**Run 1: met1 routing**

Cells faint in the background.
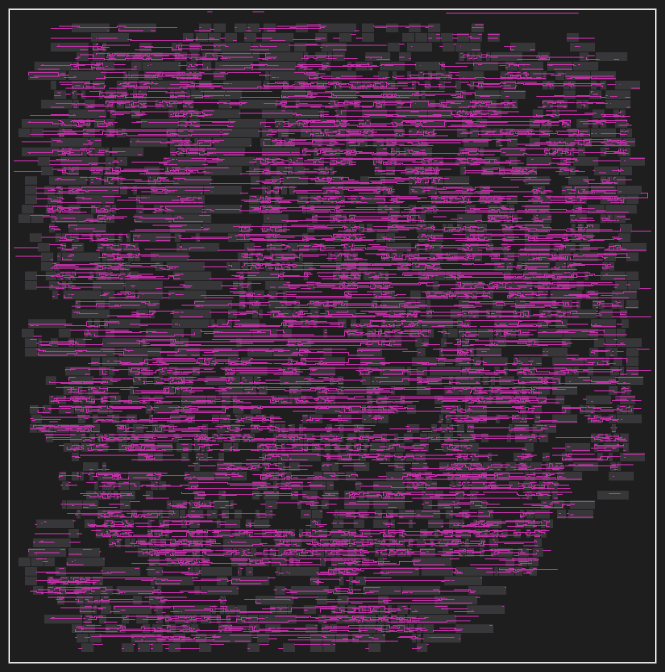
**Run 1: the metal 2 layer**

The bar under the picture is 50 um long.
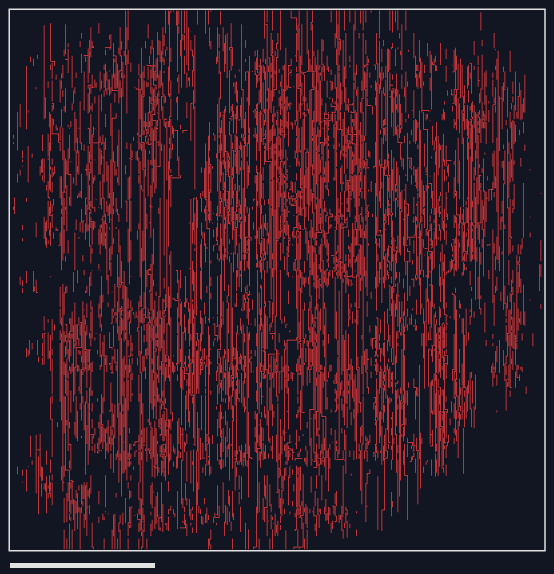
**Run 1: signal wires on met3**

The bar under the picture is 50 um long.
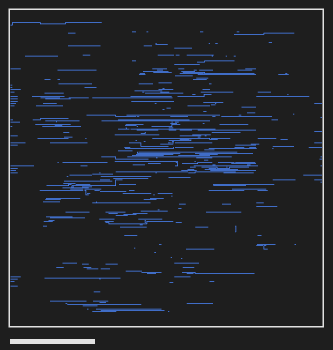
==> config.mk <==
export PLATFORM = sky130hd
export DESIGN_NAME = muldiv_unit
export DESIGN_NICKNAME = d
export VERILOG_FILES = /design/src/rtl/rv32_pkg.sv /design/src/rtl/muldiv_unit.sv
export SDC_FILE = /design/constraint.sdc
export NUM_CORES = 1
export LEC_CHECK = 0
export CORE_AREA = 2 2 182 184
export DETAILED_ROUTE_END_ITERATION = 8
export DIE_AREA = 0 0 184 186
export PLACE_DENSITY_LB_ADDON = 0.15
export SYNTH_ARGS = -nofsm -noshare
export SYNTH_HDL_FRONTEND = slang
export SYNTH_SLANG_ARGS = --single-unit
==> constraint.sdc <==
create_clock -name clk -period 4.05 [get_ports clk]
set_input_delay 0.6075 -clock clk [delete_from_list [all_inputs] [get_ports clk]]
set_output_delay 0.6075 -clock clk [all_outputs]
set_load 0.05 [all_outputs]
==> Slide: Implementation Results, run 1 <==
Synthesis and Place & Route Summary

Final timing
  – Hold Slack: 0.455 ns
  – Tcrit/Tclk final: 92.3%
  – Post-route setup TNS: 0 ns
  – Setup-failing EPs final: 0
  – Final Skew: 0.0136 ns
  – Max-Slew Margin vs Limit: 41.6%
  – Crit path time final: 3.74 ns
  – Final WS setup: 0.311 ns
  – Worst Tran Pin Value: 0.875 ns
  – RSZ-0062 raised after global routing: no
  – Hold Vio Cnt, Final: 0

Floorplanning
  – Die x size: 184 um
  – Die Area: 34,200 um^2
  – I/O pin count: 104
  – Die Y: 186 um
  – FP Core Util: 49.3%

Setup path
  – Max FO, Critical Path: 13
  – Levels on crit path: 14
  – Crit path largest cell delay: 0.46 ns
  – Setup Crit Path Kind: reg2reg
  – Worst path cell trace: inv_1 > ha_1 > fa_1 > nor2b_1 > o2111ai_1 > nand4_1 > a21oi_1 > o211ai_1 > a31oi_1 > xnor2_2 > buf_4 > nor2_1 > a222oi_1 > o22ai_1
  – Type of origin of the critical path: register
  – CP endpoint kind: register
  – CP delay by family, top: AND-OR/OR-AND gates

Clocking
  – CTS tree: done
  – Clock tree buffer depth: 3
  – # clock sinks: 208
  – CTS buffer count: 25

Yosys
  – Flip-flops with a built-in enable: 103
  – Yosys stat cell total: 1,895
  – Synth Cell Area: 15,900 um^2
  – Asr flop ratio synth: 0%
  – Post-synth seq share: 32.7%
  – Most numerous cell in the Yosys netlist: o21ai_0
  – Most area-hungry cell type in the Yosys netlist: edfxtp_1
  – Post-Syn Nets: 2,038
  – Ys flop type: dfxtp_1
  – Avg Cell Area, Syn: 8.39 um^2
  – Yosys stat area: 15,900 um^2

Outcome
  – Outcome: complete, no violations

Drt
  – Via density: 6.23
  – Initial DRC count: 1,708
  – DRC viols: 0
  – Final antenna-violating net count: 0
  – Routed len/inst: 21.2 um

Layout
  – # diodes: 0
  – Syn-to-layout area delta: 14.4%
  – Final Non-Filler Cells: 2,376
  – Fraction of layout cells with a size suffix above 1: 6.96%
  – Max reg flops: 64
  – Most instantiated logic cells after routing: 196 x o21ai_0, 181 x nand2_1, 130 x a21oi_1, 123 x xnor2_1, 108 x nor2_1
  – Post-route cell area: 18,200 um^2
  – Core Util, Final: 56.5%

Place
  – Final HPWL DP: 37,600 um
  – Post-Place Cells: 2,332
  – Gpl congestion: 0.959
  – Dpl ws: 0.108 ns

Min path
  – Hold path cells: 2

Global route
  – Initial antenna violation count: 0
  – First-pass GRT wire length: 78,700 um

Flow run
  – Count of max-cap constraint violations: 0

Power and ir drop
  – VDD IR max: 0.000322 V
  – Total design power: 0.00836 W
-- 'met1 routing' (at the start) --
main direction: horizontal
nets with wire on the layer: 1,964
share of all routed wire: 45%
wire length on this layer: 22.5 mm
via count: 14,800
met1 Use GR: 40.8%
Routed WL: 50,300 um

-- 'the metal 2 layer' (at the start) --
wire length on this layer: 22.3 mm
share of all routed wire: 44%
main direction: vertical
GR Layer Usage met2: 46.9%

-- 'signal wires on met3' (at the start) --
nets with wire on the layer: 227
share of all routed wire: 7.5%
wire length on this layer: 3,760 um
GR Util met3: 4.11%

run 1: per-layer routing:
metal | vias up | wire length [um] | share of wire [%]
met5 | - | 0 | 0
met4 | 0 | 1750 | 3.5
met3 | 104 | 3760 | 7.5
met2 | 604 | 22300 | 44
met1 | 7040 | 22500 | 45
li1 | 7058 | - | -
run 1: worst reg2reg max path, delay by kind of cell, from the launching register on:
family,cells,cell delay [ns]
AND-OR/OR-AND,6,1.31
adder cells (fa/ha/maj),2,0.66
AND/OR/NAND/NOR,3,0.52
flip-flops,1,0.46
buffers and inverters,2,0.41
XOR/XNOR,1,0.25
run 1: power breakdown:
part           switching (W)  leakage [nW]  total, W  internal (W)
registers           0.000278          1.86   0.00272       0.00244
logic                0.00206          4.84   0.00344       0.00138
clock network       0.000950         0.394   0.00220       0.00125
run 1: final cells by class:
cell class	instances	area (um^2)
clock buffers	29	672
clock inverters	15	113
fillers	2978	14000
inverters	68	258
multi-input cells	1489	9960
flip-flops and latches	208	5190
well taps	408	510
repair buffers	159	1480
run 1: repair_timing:
action | in CTS | in global routing
endpoints found under the setup margin | 0 | 2
gates resized | 0 | 3
hold buffers | 0 | 0
run 1: kinds of logic (layout without fill, tap and decap cells):
family          after synthesis  after routing  synth area share, %
compound gates              569            569                 22.7
simple gates                561            561                 17.4
flops                       208            208                 32.7
buf+inv                     198            271                 4.88
xor+xnor                    197            197                 10.9
mux                          89             89                 5.64
fa+ha+maj                    73             73                 5.84
==> run 1 -> run 2 <==
--- a/config.mk
+++ b/config.mk
@@ -8,6 +8,7 @@
 export CORE_AREA = 2 2 182 184
 export DETAILED_ROUTE_END_ITERATION = 8
 export DIE_AREA = 0 0 184 186
+export HOLD_SLACK_MARGIN = 0.03
 export PLACE_DENSITY_LB_ADDON = 0.15
 export SYNTH_ARGS = -nofsm -noshare
 export SYNTH_HDL_FRONTEND = slang
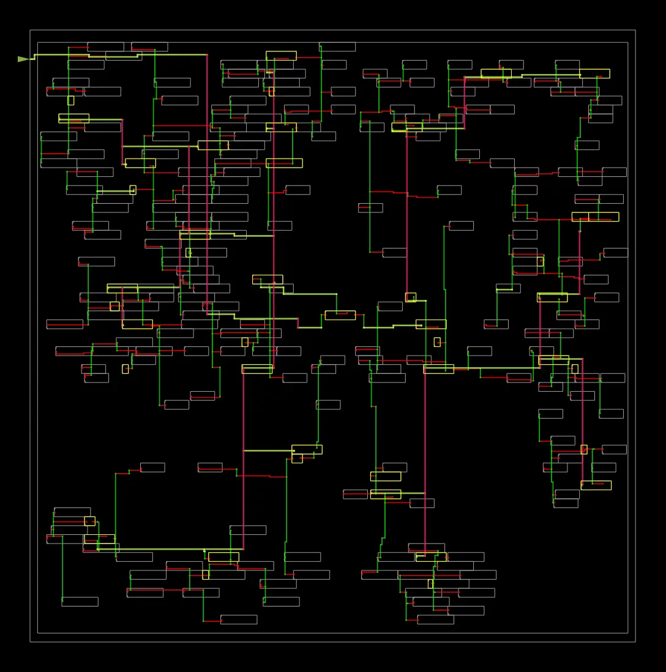
**Above:** run 2 (clock nets).
Seq Cell Count: 208
CTS buffer count: 25
Final Skew: 0.0136 ns
clk latency late pin: 0.54 ns
clock buffers: 29

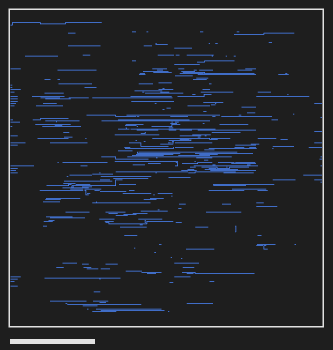
**Above:** run 2 (signal wires on met3).
The bar under the picture is 50 um long.
main direction: horizontal
share of all routed wire: 7.5%
nets with wire on the layer: 227
longest straight run: 63.5 um
wire length on this layer: 3,760 um

==> Slide: Implementation Results, run 2 <==
Synthesis and Place & Route Summary

Drt
  – Routed len/inst: 21.2 um (unchanged)
  – DRC viols: 0 (unchanged)
  – Routed WL: 50,300 um (unchanged)
  – Final antenna-violating net count: 0 (unchanged)
  – Initial DRC count: 1,708 (unchanged)
  – Via count: 14,800 (unchanged)

Global route
  – GR Layer Usage met2: 46.9% (unchanged)
  – Initial antenna violation count: 0 (unchanged)
  – GR Util met3: 4.11% (unchanged)
  – First-pass GRT wire length: 78,700 um (unchanged)

Yosys
  – Yosys stat area: 15,900 um^2 (unchanged)
  – Flip-flops with a built-in enable: 103 (unchanged)
  – Ys flop type: dfxtp_1 (unchanged)
  – Synth Cell Area: 15,900 um^2 (unchanged)
  – Post-synth seq share: 32.7% (unchanged)
  – Most area-hungry cell type in the Yosys netlist: edfxtp_1 (unchanged)
  – Most numerous cell in the Yosys netlist: o21ai_0 (unchanged)
  – Asr flop ratio synth: 0% (unchanged)
  – Post-Syn Nets: 2,038 (unchanged)

Flow run
  – Count of max-cap constraint violations: 0 (unchanged)

Final timing
  – Final WS setup: 0.311 ns (unchanged)
  – Hold Vio Cnt, Final: 0 (unchanged)
  – RSZ-0062 raised after global routing: no (unchanged)
  – Crit path time final: 3.74 ns (unchanged)
  – Max-Slew Margin vs Limit: 41.6% (unchanged)
  – Hold Slack: 0.455 ns (unchanged)
  – Tcrit/Tclk final: 92.3% (unchanged)
  – Post-route setup TNS: 0 ns (unchanged)

Power and ir drop
  – Switch share: 39.3% (unchanged)
  – Comb power frac: 41.1% (about the same)
  – VDD IR max: 0.000322 V (unchanged)
  – Internal Power: 0.00507 W (unchanged)
  – Clk pwr share: 26.3% (about the same)
  – Seq pwr share: 32.5% (about the same)
  – Total design power: 0.00836 W (unchanged)

Place
  – Post-Place Cells: 2,332 (unchanged)
  – Final HPWL DP: 37,600 um (unchanged)
  – Dpl ws: 0.108 ns (unchanged)
  – Gpl congestion: 0.959 (unchanged)

Layout
  – # diodes: 0 (unchanged)
  – Most instantiated logic cells after routing: 196 x o21ai_0, 181 x nand2_1, 130 x a21oi_1, 123 x xnor2_1, 108 x nor2_1 (unchanged)
  – Syn-to-layout area delta: 14.4% (unchanged)
  – Post-route cell area: 18,200 um^2 (unchanged)
  – Max reg flops: 64 (unchanged)
  – Core Util, Final: 56.5% (unchanged)

Floorplanning
  – I/O pin count: 104 (unchanged)
  – Die Area: 34,200 um^2 (unchanged)
  – Die Y: 186 um (unchanged)
  – Die x size: 184 um (unchanged)

Setup path
  – Max FO, Critical Path: 13 (unchanged)
  – Type of origin of the critical path: register (unchanged)
  – CP endpoint kind: register (unchanged)

Min path
  – Hold path cells: 2 (unchanged)

Outcome
  – Outcome: complete, no violations (unchanged)

Clocking
  – Clock tree buffer depth: 3 (unchanged)
  – # clock sinks: 208 (unchanged)
  – CTS root buf: clkbuf_16 (unchanged)
[run 2: cell counts after synthesis]
Identical to the previous run, type by type.
[run 2: what timing repair did]
item / 4_1_cts / 5_1_grt
endpoints found under the setup margin: 0 / 2
gates resized: 0 / 3
buffers inserted: 0 / 0
hold buffers: 0 / 0
[run 2: power groups by stage]
stage               clock network, W  registers, W  logic [W]
finish                       0.00220       0.00272    0.00344
global route                 0.00231       0.00273    0.00375
CTS                          0.00223       0.00271    0.00338
detailed placement                 0       0.00275    0.00335
global placement                   0       0.00275    0.00333
floorplan                          0       0.00261    0.00247
[run 2: cell type report]
class / count / area, um^2
fillers: 2978 / 14000
multi-input cells: 1489 / 9960
flip-flops and latches: 208 / 5190
repair buffers: 159 / 1480
clock buffers: 29 / 672
well taps: 408 / 510
inverters: 68 / 258
clock inverters: 15 / 113
[run 2: cells by family (layout without fill, tap and decap cells)]
group | count (synthesis) | after routing | share of synthesized area [%]
adder cells (fa/ha/maj) | 73 | 73 | 5.84
AND/OR/NAND/NOR | 561 | 561 | 17.4
buffers and inverters | 198 | 271 | 4.88
flip-flops | 208 | 208 | 32.7
AND-OR/OR-AND | 569 | 569 | 22.7
multiplexers | 89 | 89 | 5.64
XOR/XNOR | 197 | 197 | 10.9
[run 2: worst max-delay path, stage by stage (launching register included)]
cell and delay, ns:
edfxtp_1 0.46, inv_1 0.09, ha_1 0.24, fa_1 0.42, nor2b_1 0.20, o2111ai_1 0.17
nand4_1 0.20, a21oi_1 0.15, o211ai_1 0.32, a31oi_1 0.23, xnor2_2 0.25, buf_4 0.31
nor2_1 0.12, a222oi_1 0.29, o22ai_1 0.14
[run 2: per-layer routing]
layer	vias to the layer above	share of wire [%]
li1	7058	-
met1	7040	45
met2	604	44
met3	104	7.5
met4	0	3.5
met5	-	0
Power and IR drop assume default switching activity.
